File: config.mk
export PLATFORM = sky130hd
export DESIGN_NAME = ip_codma_crc_loader
export DESIGN_NICKNAME = d
export VERILOG_FILES = /design/src/rtl/ip_codma_machine_states_pkg.sv /design/src/rtl/ip_codma_crc_loader.sv
export SDC_FILE = /design/constraint.sdc
export NUM_CORES = 1
export LEC_CHECK = 0
export ABC_AREA = 1
export CELL_PAD_IN_SITES_DETAIL_PLACEMENT = 1
export CELL_PAD_IN_SITES_GLOBAL_PLACEMENT = 1
export CORE_MARGIN = 4
export CORE_UTILIZATION = 33
export DETAILED_ROUTE_END_ITERATION = 8
export PLACE_DENSITY_LB_ADDON = 0.1
export SYNTH_ARGS = -nofsm -noshare
export SYNTH_HDL_FRONTEND = slang
export SYNTH_SLANG_ARGS = --single-unit
File: constraint.sdc
create_clock -name clk_i -period 3.85 [get_ports clk_i]
set_clock_uncertainty 0.15 [all_clocks]
set_input_delay 0.77 -clock clk_i [delete_from_list [all_inputs] [get_ports clk_i]]
set_output_delay 0.77 -clock clk_i [all_outputs]
set_load 0.01 [all_outputs]
File: src/rtl/ip_codma_machine_states_pkg.sv
// Shared state encodings and sizing constants for CoDMA control machines.
// The CRC loader imports its block geometry and state enum from here.
package ip_codma_machine_states_pkg;

    localparam int CRC_BLOCK_WORDS = 8;
    localparam int CRC_WIDTH       = 16;

    typedef enum logic [2:0] {
        IDLE,
        FILL,
        START,
        WAIT,
        DONE
    } crc_loader_state_t;

endpackage

File: src/rtl/ip_codma_crc_loader.sv
// Gathers DMA read words into a block for the CRC engine, kicks the engine,
// and hands the 16-bit CRC (or a timeout abort) back to the DMA controller.
module ip_codma_crc_loader
    import ip_codma_machine_states_pkg::*;
#(
    parameter int NUM_WORDS      = 8,
    parameter int TIMEOUT_CYCLES = 256
) (
    input  logic                                 clk_i,
    input  logic                                 reset_n_i,
    input  logic [31:0]                          word_i,
    input  logic                                 word_valid_i,
    input  logic                                 word_last_i,
    output logic                                 word_ready_o,
    output logic [CRC_BLOCK_WORDS-1:0][31:0]     data_reg_o,
    output logic                                 crc_start_o,
    input  logic                                 crc_complete_flag_i,
    input  logic [CRC_BLOCK_WORDS-1:0][31:0]     crc_output_i,
    output logic [CRC_WIDTH-1:0]                 crc_result_o,
    output logic                                 result_valid_o,
    input  logic                                 result_ready_i,
    output logic                                 busy_o,
    output logic                                 err_timeout_o
);

    localparam logic [2:0]  LAST_IDX = 3'(NUM_WORDS - 1);
    localparam logic [15:0] TO_LAST  = 16'(TIMEOUT_CYCLES - 1);

    crc_loader_state_t                    state_q, state_d;
    logic [2:0]                           cnt_q, cnt_d;
    logic [15:0]                          tcnt_q, tcnt_d;
    logic [CRC_BLOCK_WORDS-1:0][31:0]     data_q, data_d;
    logic [CRC_WIDTH-1:0]                 crc_q, crc_d;
    logic                                 err_q, err_d;

    logic accepting;
    logic word_hs;
    logic fill_end;
    logic unused_ok;

    // Only the low CRC_WIDTH bits of engine word 0 carry the result.
    assign unused_ok = ^{crc_output_i[CRC_BLOCK_WORDS-1:1], crc_output_i[0][31:CRC_WIDTH]};

    assign accepting = (state_q == IDLE) || (state_q == FILL);
    assign word_hs   = accepting && word_valid_i;
    assign fill_end  = word_last_i || (cnt_q == LAST_IDX);

    always_ff @(posedge clk_i or negedge reset_n_i) begin
        if (!reset_n_i) begin
            state_q <= IDLE;
            cnt_q   <= '0;
            tcnt_q  <= '0;
            data_q  <= '0;
            crc_q   <= '0;
            err_q   <= 1'b0;
        end else begin
            state_q <= state_d;
            cnt_q   <= cnt_d;
            tcnt_q  <= tcnt_d;
            data_q  <= data_d;
            crc_q   <= crc_d;
            err_q   <= err_d;
        end
    end

    always_comb begin
        state_d = state_q;
        case (state_q)
            IDLE:    if (word_hs) state_d = (word_last_i || NUM_WORDS == 1) ? START : FILL;
            FILL:    if (word_hs && fill_end) state_d = START;
            START:   state_d = WAIT;
            WAIT:    if (crc_complete_flag_i || tcnt_q == TO_LAST) state_d = DONE;
            DONE:    if (result_ready_i) state_d = IDLE;
            default: state_d = IDLE;
        endcase
    end

    always_comb begin
        cnt_d  = cnt_q;
        tcnt_d = tcnt_q;
        data_d = data_q;
        crc_d  = crc_q;
        err_d  = err_q;
        case (state_q)
            IDLE: begin
                if (word_hs) begin
                    data_d    = '0;
                    data_d[0] = word_i;
                    cnt_d     = 3'd1;
                end
            end
            FILL: begin
                if (word_hs) begin
                    data_d[cnt_q] = word_i;
                    if (!fill_end) cnt_d = cnt_q + 3'd1;
                end
            end
            START: tcnt_d = '0;
            WAIT: begin
                // A completion arriving on the last allowed cycle still counts as success.
                if (crc_complete_flag_i) begin
                    crc_d = crc_output_i[0][CRC_WIDTH-1:0];
                    err_d = 1'b0;
                end else if (tcnt_q == TO_LAST) begin
                    crc_d = '0;
                    err_d = 1'b1;
                end else begin
                    tcnt_d = tcnt_q + 16'd1;
                end
            end
            DONE: begin
                if (result_ready_i) begin
                    data_d = '0;
                    crc_d  = '0;
                    err_d  = 1'b0;
                    cnt_d  = '0;
                end
            end
            default: ;
        endcase
    end

    always_comb begin
        // Ready is forced low while reset is held so every output reads zero.
        word_ready_o   = accepting && reset_n_i;
        crc_start_o    = (state_q == START);
        result_valid_o = (state_q == DONE);
        busy_o         = (state_q != IDLE);
        data_reg_o     = data_q;
        crc_result_o   = crc_q;
        err_timeout_o  = err_q;
    end

endmodule

==> reports/qor_table.md <==
| Stage | Result | Value |
| --- | --- | --- |
| synth | Adder-cell share of the synthesized area | 0.251% |
| placed design | Number of I/O port buffers | 330 |
| power | Switching portion of total power | 42.4% |
| flow run | OpenROAD warning count | 270 |
| worst setup path | Worst Setup Start Kind | input port |
| drt | Detail Route Antenna Nets | 0 |
| worst setup path | Depth of the most critical reg-to-reg path | 8 |
| worst setup path | Element type at the critical path end | output pin |
| floorplan | Num ports | 571 |
| grt | Wire length of the first global-routing pass | 92800 um |
| synth | Number of nets produced by synthesis | 2413 |
| synth | Netlist area before placement | 15000 um^2 |
| floorplan | Site Rows | 77 |
| synth | Total cell area reported by yosys after synthesis | 15000 um^2 |
| synth | Area fraction in xor and xnor cells | 0.234% |
| power | Net Sw Power | 5.41 mW |
| cells and area | Layout overhead on the synthesized area | 33.9% |
| floorplan | Floorplan utilization | 33.6% |
| placed design | Placed wire-length estimate | 40400 um |
| final timing | RSZ-0062 raised after global routing | false |
| clocking | Master cell of the clock root buffer | sky130_fd_sc_hd__clkbuf_16 |
| synth | Simple share | 32.5% |
| synth | Synth warnings | 0 |
| cells and area | Final core utilization | 45.0% |
| power | Combinational share of power | 40.2% |
| power | Power per unit of standard cell area | 636 nW/um^2 |
| clocking | CTS tree | done |
| synth | Mux cell area share after synthesis | 0% |
| drt | Number of DRC violations after detailed routing | 0 |
| power | Flop pwr share | 31.3% |
| cells and area | Non-filler instance count after layout | 3004 |
| grt | Vias in the first global route | 15300 |
| clocking | Cell resize tally after clock tree synthesis | 0 |
| synth | Cells after Synth | 2116 |
| cells and area | Combined area of the multi-input logic cells | 6770 um^2 |
| floorplan | Core footprint | 44500 um^2 |
| worst setup path | Crit path to | word_ready_o |
| cells and area | Number of antenna cells inserted | 0 |
| worst setup path | Largest fanout of any net on the critical path | 34 |
| floorplan | Die W | 221 um |
| synth | Number of cell instances after yosys synthesis | 2116 |
| final timing | Max Clk Rate | 296 MHz |
| cells and area | FILL cells | 5490 |
| status | Result of the run | completed |
| final timing | Min cycle time layout | 3.37 ns |
| drt | Ratio of routed vias to standard cells | 5.02 |
| min path | Worst Hold Depth | 2 |
-- registers in the layout (all words and copies together) (netlist names) --
register and flops:
cnt_q 3, crc_result_o 16, data_reg_o 256, err_timeout_o 1
state_q 3, tcnt_q 16
-- per-layer routing --
layer  up-vias  part of all wire, %
met4         0                  1.7
li1       7195                    -
met2       395                   40
met3        57                  9.5
met1      7429                   49
met5         -                    0
-- cell type report --
class	count	area share (%)
clock inverter	10	0.462
tap	592	3.70
inverter	71	1.33
clock buffer	58	5.83
sequential	295	36.8
multi-input combinational	1614	33.8
timing repair buffer	364	18.0
-- power by group through the flow --
stage / Combinational [mW] / Sequential, mW / Clock, mW
2_1_floorplan: 2.71 / 4.16 / 0
3_3_place_gp: 5.12 / 4.01 / 0
3_5_place_dp: 5.16 / 4.04 / 0
4_1_cts: 5.18 / 4.00 / 3.73
5_1_grt: 5.63 / 4.06 / 3.88
6_report: 5.13 / 4.00 / 3.63
-- synth_stat cells (all sizes together) --
library cell	n	area, um^2
o21bai	4	30.0
clkinv	1	3.75
a21oi	129	657
clkbuf	62	233
o211ai	3	22.5
o31ai	1	7.51
nor2	57	216
nor3	2	20.0
o2111ai	3	26.3
nand4	5	31.3
buf	74	369
dfrtp	295	7380
o21ai	208	1040
xnor2	3	26.3
ha	3	37.5
nand2	1123	4230
xor2	1	8.76
inv	70	263
nand3	72	365
-- cell usage in the layout (no fill, tap or decap), types with 2 or more instances in the layout --
cell	count
sky130_fd_sc_hd__o211ai_1	3
sky130_fd_sc_hd__o21ai_1	56
sky130_fd_sc_hd__clkbuf_1	8
sky130_fd_sc_hd__xnor2_1	3
sky130_fd_sc_hd__o2111ai_1	3
sky130_fd_sc_hd__ha_1	3
sky130_fd_sc_hd__nor2_1	54
sky130_fd_sc_hd__o21ai_0	151
sky130_fd_sc_hd__inv_2	5
sky130_fd_sc_hd__dfrtp_1	295
sky130_fd_sc_hd__nor2_2	3
sky130_fd_sc_hd__nand3_2	3
sky130_fd_sc_hd__o21bai_1	4
sky130_fd_sc_hd__clkdlybuf4s50_1	329
sky130_fd_sc_hd__clkinv_2	6
sky130_fd_sc_hd__buf_4	29
sky130_fd_sc_hd__clkbuf_8	10
sky130_fd_sc_hd__nor3_4	2
sky130_fd_sc_hd__nand2_1	1117
sky130_fd_sc_hd__inv_1	66
sky130_fd_sc_hd__nand3_1	69
sky130_fd_sc_hd__nand4_1	5
sky130_fd_sc_hd__buf_12	4
sky130_fd_sc_hd__a21oi_1	128
sky130_fd_sc_hd__nand2_2	4
sky130_fd_sc_hd__clkbuf_16	40
-- metrics by stage --
stage               hold WS (ns)  setup slack, ns  total power, mW
floorplan                  0.324             1.81             6.88
global placement           0.304            0.932             9.12
detailed placement         0.312            0.903             9.20
CTS                        0.326            0.440             12.9
global route               0.348            0.354             13.6
finish                     0.323            0.477             12.8
-- worst max-delay path, stage by stage --
cell and delay (ns):
sky130_fd_sc_hd__dlygate4sd3_1 0.57, sky130_fd_sc_hd__buf_8 0.26, sky130_fd_sc_hd__inv_1 0.07, sky130_fd_sc_hd__nor2_1 0.20, sky130_fd_sc_hd__clkdlybuf4s50_1 0.57
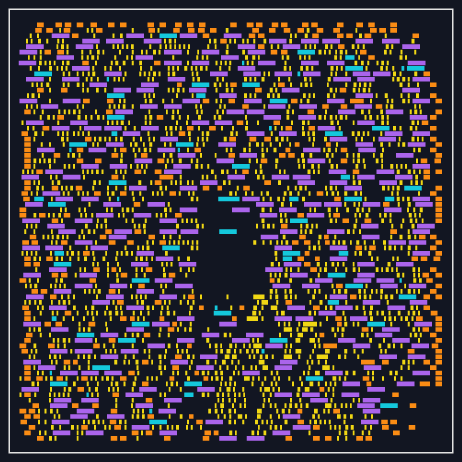
placement_by_type.png
(2 px per um)
Purple marks sequential cells, cells 295, share of their area 38%. Cyan marks clock drivers and dummy loads, cells 68, share of their area 6.5%. Orange marks remaining buffers and delay cells, cells 364, share of their area 19%. Yellow marks combinational and other logic, cells 1685, share of their area 36%.

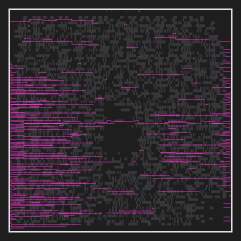
layer_met3.png
(1 px per um) Cells faint in the background.
268 nets have wire on it. The longest straight run is 84.6 um. The layer holds 9.5% of the routed length. The layer carries 5610 um of wire.
GR Util met3: 9.28%
total detailed-routing wirelength: 59300 um
via total after detailed routing: 15100

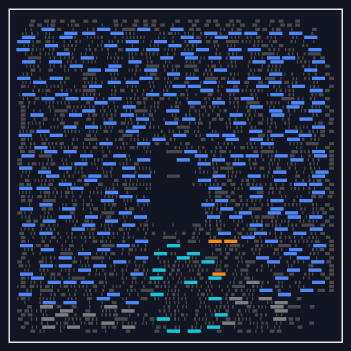
flops_by_reg.png
(1.5 px per um) Other sequential cells in the stronger gray, the rest of the logic in the fainter gray.
Cyan marks tcnt_q, flops 16, where bottom middle. Orange marks cnt_q, flops 3. Blue marks data_reg_o, flops 256, where widely spread.
Another 20 sequential cells are not colored.
sequential cell area: 7380 um^2
fraction of area in registers: 36.8%

Power and IR drop assume default switching activity.
